Design apb_xfer_scheduler_flat, sky130hd; sources not shown.
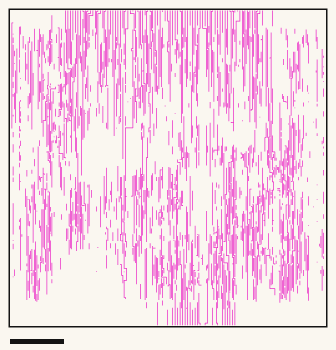
Run 1: signal wires on met2
Scale bar: 20 um.
wire length on this layer: 8360 um
share of all routed wire: 52%
longest straight run: 44.4 um
vias after detailed routing: 4881
met2 track demand over resource in global routing: 40.8%
routed wire length: 16200 um

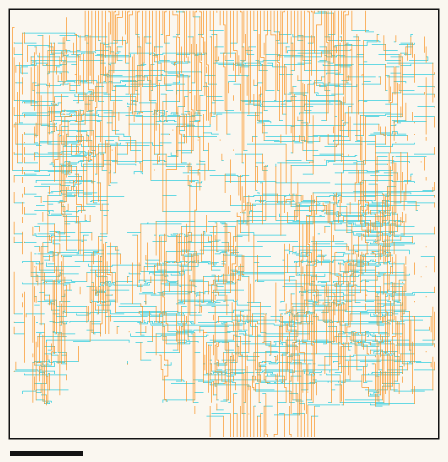
Run 1: routed metal, one colour a layer
Scale bar: 20 um. Only two layers are drawn.
[orange] metal 2 | wire length: 8360 um
[cyan] metal 1 | wire length: 6080 um
drt wl/cell: 18.5 um
total routing resource utilization after global routing: 23.8%

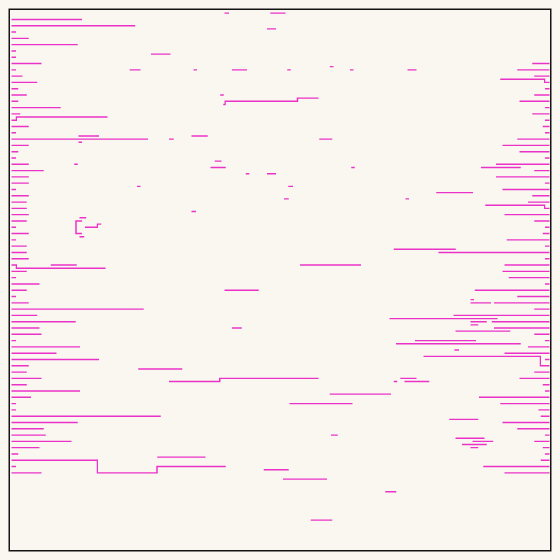
Run 1: the metal 3 layer
main direction: horizontal
nets with wire on the layer: 179
wire length on this layer: 1270 um
longest straight run: 32.0 um
share of all routed wire: 7.8%
grt met3 use: 7.62%

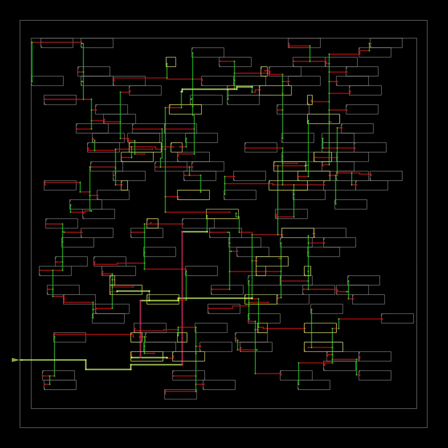
Run 1: clock wiring as the flow saved it
insertion delay at the late pin of the worst-skew pair: 0.40 ns
clk_buf instances: 20
TritonCTS buffer count: 17

==> summary.txt, run 1 <==
Entry: Yosys synthesis followed by OpenROAD place and route.

Yosys:
- The run gives the portion of synthesized cell area occupied by the leading cell type as roughly 52%.
- The run gives the post-synthesis async set-or-reset flop share as 100%.
- The run gives the post-synthesis cell type count as 45.
- The synthesized netlist has a Yosys-reported chip area of 5630 sq um.
- The run gives the gate count after technology mapping as about 500.
- The run puts the synthesized area divided by synthesized cell count at about 11 sq um.
- The run puts the sequential area share after synthesis at between 50 and 60%.
- In the post-synthesis netlist, the biggest area contributors are dfrtp_1 (52%), mux2_1 (6.6%), a21oi_1 (6.1%), mux2i_1 (6.0%), and4b_1 (5.7%).
- The run gives the top cell type by total area after synthesis as dfrtp_1.
- The run gives the leading register cell type out of synthesis as dfrtp_1.
- The run puts the flip-flop and latch count after synthesis at about 120.

Clock network:
- The run gives the maximum level of the CTS H-tree as 4.
- The clock drives 117 sinks.
- The run puts the quantity of gates resized following cts at 0.
- The run puts the buffers inserted during post-CTS setup optimization at 0.
- The run puts the number of hold buffers added after cts at 0.
- The run gives the clock root buffer master as clkbuf_16.
- The run gives the maximum root-to-sink buffer count as 2.

STA:
- The run puts the worst clock skew at between 0.009 and 0.01 ns.
- The run gives the maximum achievable frequency as 420 MHz.
- Across all hold checks on the routed design, the worst slack comes to 0.474 ns.
- The run gives the final setup slack of the worst path as about 2.3 ns.
- The final timing summary puts the cycle share of the worst path at between 50% and 60%.
- The run gives the transition time at the pin with the least slew margin as ~0.87 ns.

Flow run:
- The run puts the tally of OpenROAD warnings at 27.
- Max-cap violations in this run came to 0.

Drt:
- The run gives the wire length on met3 as 1270 um.
- In the detailed route, the total length drawn on met2 is 8360 um.
- The run gives the number of DRC violations after detailed-routing iteration 0 as 536.
- The run gives the average via count per standard cell as around 5.6.
- The run gives the met1 wire length as between 6000 and 7000 um.

Floorplanning:
- The run puts the effective utilization at floorplan at 48.1%.
- The run gives the area of the core region as between 10000 and 15000 sq um.
- The run puts the die outline width at around 120 um.
- The run gives the number of placement rows as 39.
- The run gives the inserted tap cell count as approximately 140.
- The run gives the chip area as around 14000 sq um.

Layout:
- The layout stage reports a final design area of about 8600 sq um.
- The run gives the non-clock buffer count in the final layout as about 250.
- The run gives the combinational gate area as around 2400 sq um.
- The run gives the non-clock buffer share of cell area as 28.6%.
- At the end of the flow, the number of nets in the layout was between 800 and 900.
- The library cell used most frequently in the layout, excluding fill and tap cells, is clkdlybuf4s50_1.
- The run gives the synthesis-to-layout area growth as 52.5%.
- Of all the cell area in the finished design, the clock network holds between 6 and 7%.
- The run puts the flip-flop and latch count at 117.

Worst setup path:
- The run gives the maximum fanout count along the critical path as 4.
- Per STA, the highest per-stage delay on the worst path measures about 0.65 ns.
- The run gives the element type at the critical path end as an output port.
- The slowest stage of the critical path belongs to the cell clkdlybuf4s50_1.
- The run gives the required time at the worst-slack endpoint as approximately 3.7 ns.

Place:
- The run puts the total placed instance area at 8010 sq um.
- Setup slack on the worst path after placement came out at approximately 1.5 ns.
- Detailed placement ended at an HPWL of roughly 12000 um.
- Port buffering added roughly 240 buffers.

Power and ir drop:
- The run gives the sequential cell fraction of total power as around 32%.
- The run gives the combinational cell power as 2490 uW.
- The run puts the internal power of the cells at between 3000 and 4000 uW.
- The run gives the worst IR drop on VDD as 0.404 mV.
- The run gives the switching power share of the total as 37.3%.

Outcome:
- The run finished with clean final reports.

Min path:
- The min-delay analysis places its worst path in the category in2async.

GRT:
- The first global-routing pass estimated around 25000 um of wire.
- The run gives the global-route layer with the greatest usage as met2.
- The number of global-route vias before repair was 5071.
run 1: cells in the mapped netlist (2+ instances only):
cell,n
a21oi_1,69
a21o_1,2
dfrtp_1,116
nand2_1,11
buf_6,7
or3_1,3
nand2b_1,34
nor2b_1,2
nor3_1,3
o21ai_0,4
and4b_1,32
or2_1,2
ha_1,2
nand3_1,2
mux2_1,33
inv_1,4
nor2_1,37
clkbuf_1,13
buf_4,4
o21ai_1,3
nand4_1,2
buf_2,23
o311ai_1,2
nand3b_1,2
and3_1,3
a211o_1,32
mux2i_1,34
run 1: cell families after synthesis:
family | count (synthesis) | share of synthesized area [%]
buf+inv | 52 | 5.18
fa+ha+maj | 2 | 0.444
compound gates | 117 | 13.0
xor+xnor | 1 | 0.156
simple gates | 142 | 16.4
mux | 67 | 12.6
flops | 117 | 52.0
other cells | 1 | 0.0666
==> inputs of run 2 (changes only) <==
- CORE_UTILIZATION: 46 -> 43
- PLACE_DENSITY: 0.95 -> 0.91
- clock period: 4.65 -> 2.3 ns (I/O delays scaled with it)
==> run 2 against run 1 <==
Net effect: count of clock-buffer cells in the layout increased by 3; highest routed layer unchanged; largest cell class unchanged; non-clock buffer count is 6 higher; sequential share of layout area is 0.60 points lower; critical endpoint is now r_wdata[33].
==> summary.txt, run 2 <==
Entry: Yosys synthesis followed by OpenROAD place and route.

Outcome:
- Outcome: finished, final reports clean (unchanged).

Layout:
- The run puts the non-clock buffer count in the final layout at 254 (was 248).
- The total of clock buffers placed in the layout was 23 (was 20).
- The post-route cell area is 8730 sq um (was 8580 sq um).
- The run gives the number of diodes added for antenna fixing as 0 (unchanged).
- The number of nets at the end of the flow came to 863 (was 857).
- The run gives the non-clock buffer share of cell area as 29.1% (was 28.6%).
- The run gives the flip-flop and latch count as 117 (unchanged).
- The synthesis-to-layout area growth came to 55.2% (was 52.5%).
- The run gives the fraction of area in clock buffers and inverters as 6.99% (was 6.74%).
- The run puts the number of logic gates at 331 (unchanged).
- Most frequent cells in the layout: clkdlybuf4s50_1 (239), dfrtp_1 (115), a21oi_1 (69) (was clkdlybuf4s50_1 (238), dfrtp_1 (115), a21oi_1 (69)).
- The run gives the combinational gate area as 2420 sq um (about the same).
- The run gives the count of fill cells added during filler insertion as 922 (was 795).
- The most frequent logic cell in the layout is clkdlybuf4s50_1 (unchanged).

Flow run:
- The reported max-cap violation count came to 0 (unchanged).
- The run gives the tally of OpenROAD warnings as 27 (unchanged).

Floorplanning:
- The number of placement rows was 41 (was 39).
- The run gives the effective utilization at floorplan as 44.2% (was 48.1%).
- The run puts the inserted tap cell count at 172 (was 143).
- The run gives the chip area as 14500 sq um (was 13600 sq um).

Yosys:
- The leading register cell type out of synthesis is dfrtp_1 (unchanged).
- The top cell type by total area after synthesis was dfrtp_1 (unchanged).
- Post-synth top cells: dfrtp_1 (116), a21oi_1 (69), nor2_1 (37) (unchanged).
- The area fraction in mux cells was 12.6% (unchanged).
- The synthesized area divided by synthesized cell count is 11.3 sq um (unchanged).
- The run gives the fraction of the mapped netlist area in adder cells as 0.445% (unchanged).
- Top cells by area: dfrtp_1 (52%), mux2_1 (6.6%), a21oi_1 (6.1%), mux2i_1 (6.0%), and4b_1 (5.7%) (unchanged).
- The run puts the post-synthesis async set-or-reset flop share at 100% (unchanged).
- The run gives the sequential area share after synthesis as 52.0% (unchanged).
- The run puts the flip-flop and latch count after synthesis at 117 (unchanged).
- The run gives the most popular library cell in the synthesized design by count as dfrtp_1 (unchanged).
- The area share of and-or/or-and cells after synthesis is 13.0% (unchanged).
- The run puts the gate count after technology mapping at 499 (unchanged).
- The count of flip-flops with a built-in enable after synthesis is 0 (unchanged).
- The run gives the area reported by Yosys stat as 5630 sq um (unchanged).
- The run puts the simple-gate share of the synthesized area at 16.4% (unchanged).
- The run puts the xor and xnor fraction of the mapped netlist area at 0.156% (unchanged).
- The run puts the portion of synthesized cell area occupied by the leading cell type at 51.6% (unchanged).
- The run gives the main kind of combinational logic by area as simple AND/OR/NAND/NOR gates (unchanged).
- The run gives the post-synthesis cell type count as 45 (unchanged).

STA:
- The run puts the worst clock skew at 0.00854 ns (was 0.00940 ns).
- Setup repair after global routing missed its margin: false (unchanged).
- OpenROAD reports that the post-layout worst path occupies a little over four fifths of the period.
- The run puts the final setup slack of the worst path at 0.357 ns (was 2.27 ns).
- The run puts the max-slew violation total from the final report at 0 (unchanged).
- The final worst hold slack is 0.382 ns (was 0.474 ns).
- The run gives the maximum achievable frequency as 515 MHz.
- The run puts the number of endpoints with negative hold slack in the final report at 0 (unchanged).
- The run puts the transition time at the pin with the least slew margin at 0.592 ns (was 0.866 ns).

Place:
- The run gives the number of buffer cells added on primary ports as 240 (unchanged).
- The run gives the total placed instance area as 8110 sq um (was 8010 sq um).
- The worst slack after detailed placement is 0.457 ns (was 1.51 ns).
- The run puts the half-perimeter wire length of the detailed placement result at 11200 um (was 11500 um).

Clock network:
- The TritonCTS clock tree is yes (unchanged).
- The quantity of gates resized following cts was 0 (unchanged).
- The run puts the number of clock buffers inserted by TritonCTS at 17 (unchanged).
- The maximum root-to-sink buffer count was 2 (unchanged).
- The run puts the clock latency on the worst-skew pair at 0.41 ns (was 0.40 ns).
- The run puts the maximum level of the CTS H-tree at 4 (unchanged).
- The run puts the number of sinks handled by clock tree synthesis at 117 (unchanged).
- The run puts the buffers inserted during post-CTS setup optimization at 0 (unchanged).
- The clock root buffer master was clkbuf_16 (unchanged).
- The run puts the number of hold buffers added after cts at 1 (was 0).

Worst setup path:
- The peak per-stage delay on the critical path came to 0.64 ns (was 0.65 ns).
- The element type at the critical path end is an output port (unchanged).
- The setup slack of the worst register-to-register path came to 0.45 ns (was 2.65 ns).
- The required time at the worst-slack endpoint came to 1.84 ns (was 3.72 ns).
- The maximum fanout count along the critical path came to 4 (unchanged).
- Cells along the critical path: clkdlybuf4s50_1 (unchanged).
- The run gives the length in cells of the worst reg-to-reg path as 4 (unchanged).
- The highest-delay cell along the critical path was clkdlybuf4s50_1 (unchanged).
- The number of buffers and inverters on the critical path came to 1 (unchanged).
- The startpoint type of the worst setup path was a register (unchanged).

Power and ir drop:
- The run gives the combinational group share of total power as 44.7% (was 45.1%).
- The run puts the total design power at 11400 uW (was 5520 uW).
- The run puts the internal power of the cells at 7260 uW (was 3460 uW).
- The switching power share of the total is 36.3% (was 37.3%).
- The sequential cell fraction of total power came to 31.3% (was 32.0%).
- The run gives the leakage power as 0.00365 uW (was 0.00359 uW).

Drt:
- The run puts the wire length on met3 at 1310 um (was 1270 um).
- The run puts the average via count per standard cell at 5.34 (was 5.58).
- The run gives the uppermost metal layer occupied by signal nets as met4 (unchanged).
- The run puts the met1 wire length at 5940 um (was 6080 um).
- The run gives the number of optimization iterations in the first detailed-route pass as 5 (unchanged).
- The run gives the number of DRC violations after detailed-routing iteration 0 as 327 (was 536).
- The run gives the routed length on met2 as 8280 um (was 8360 um).
- The run puts the routed wire length per instance at 17.6 um (was 18.5 um).

GRT:
- The run gives the overall fraction of global-route tracks in use as 22.4% (was 23.8%).
- The largest net degree at the start of global routing is 74 (was 69).
- The run puts the global-route wire length before repair at 25400 um (was 25000 um).
- The run puts the number of global-route vias before repair at 4943 (was 5071).

Min path:
- The path type of the worst min-delay path is in2async (unchanged).
## run 2: cell counts after synthesis
Identical to the previous run, type by type.
## run 2: metrics by stage
stage               util (%)  cells
CTS                     68.7    910
global route            68.7    910
floorplan                  -    500
global placement        63.8    877
finish                  68.7    910
detailed placement      63.8    877
## run 2: power by group through the flow
| stage | logic [uW] | registers (uW) | clock network (uW) |
|---|---|---|---|
| finish | 5090 | 3570 | 2740 |
| global route | 5470 | 3680 | 2880 |
| CTS | 5160 | 3570 | 2780 |
| detailed placement | 5110 | 3580 | 0 |
| global placement | 4950 | 3510 | 0 |
| floorplan | 2030 | 4350 | 0 |
## run 2: per-layer routing
metal	up-vias	track usage (%)
met3	31	8.19
met1	2378	24.9
met5	-	0
met2	200	38.5
met4	0	9.70
li1	2248	-
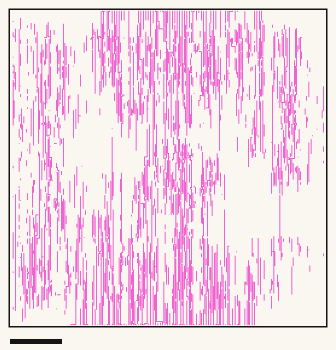
Run 2: signal wires on met2
Scale bar: 20 um.
share of all routed wire: 52%
main direction: vertical
routed wire length: 16000 um
met2 track demand over resource in global routing: 38.5%
vias after detailed routing: 4857

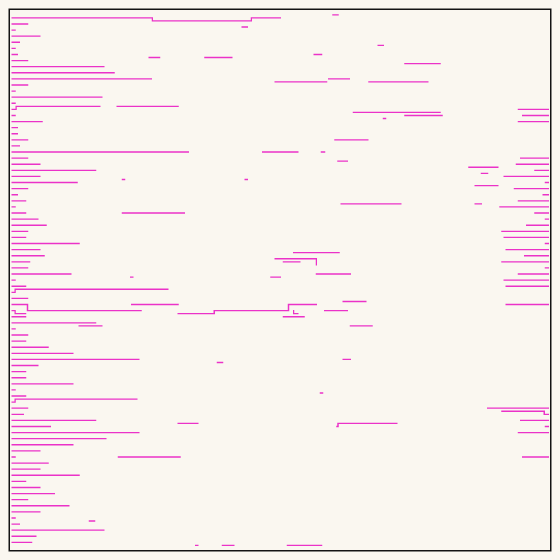
Run 2: the metal 3 layer
nets with wire on the layer: 146
longest straight run: 39.3 um
grt met3 use: 8.19%

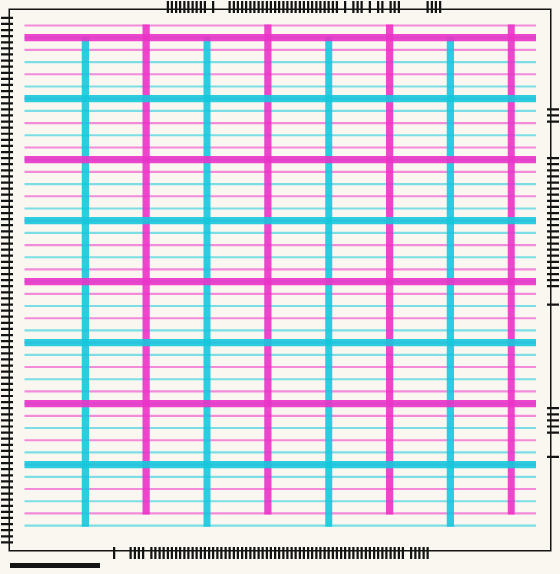
Run 2: floorplan with the power grid
Scale bar: 20 um. Pins as bars on the die edge.
[magenta] VDD
[cyan] VSS
signal pins: 243
met1 rails: 42
rows: 41
Horiz. Die Dim: 120 um
peak supply drop: 0.778 mV
area of the core: 12700 sq um

Power and IR drop assume default switching activity.
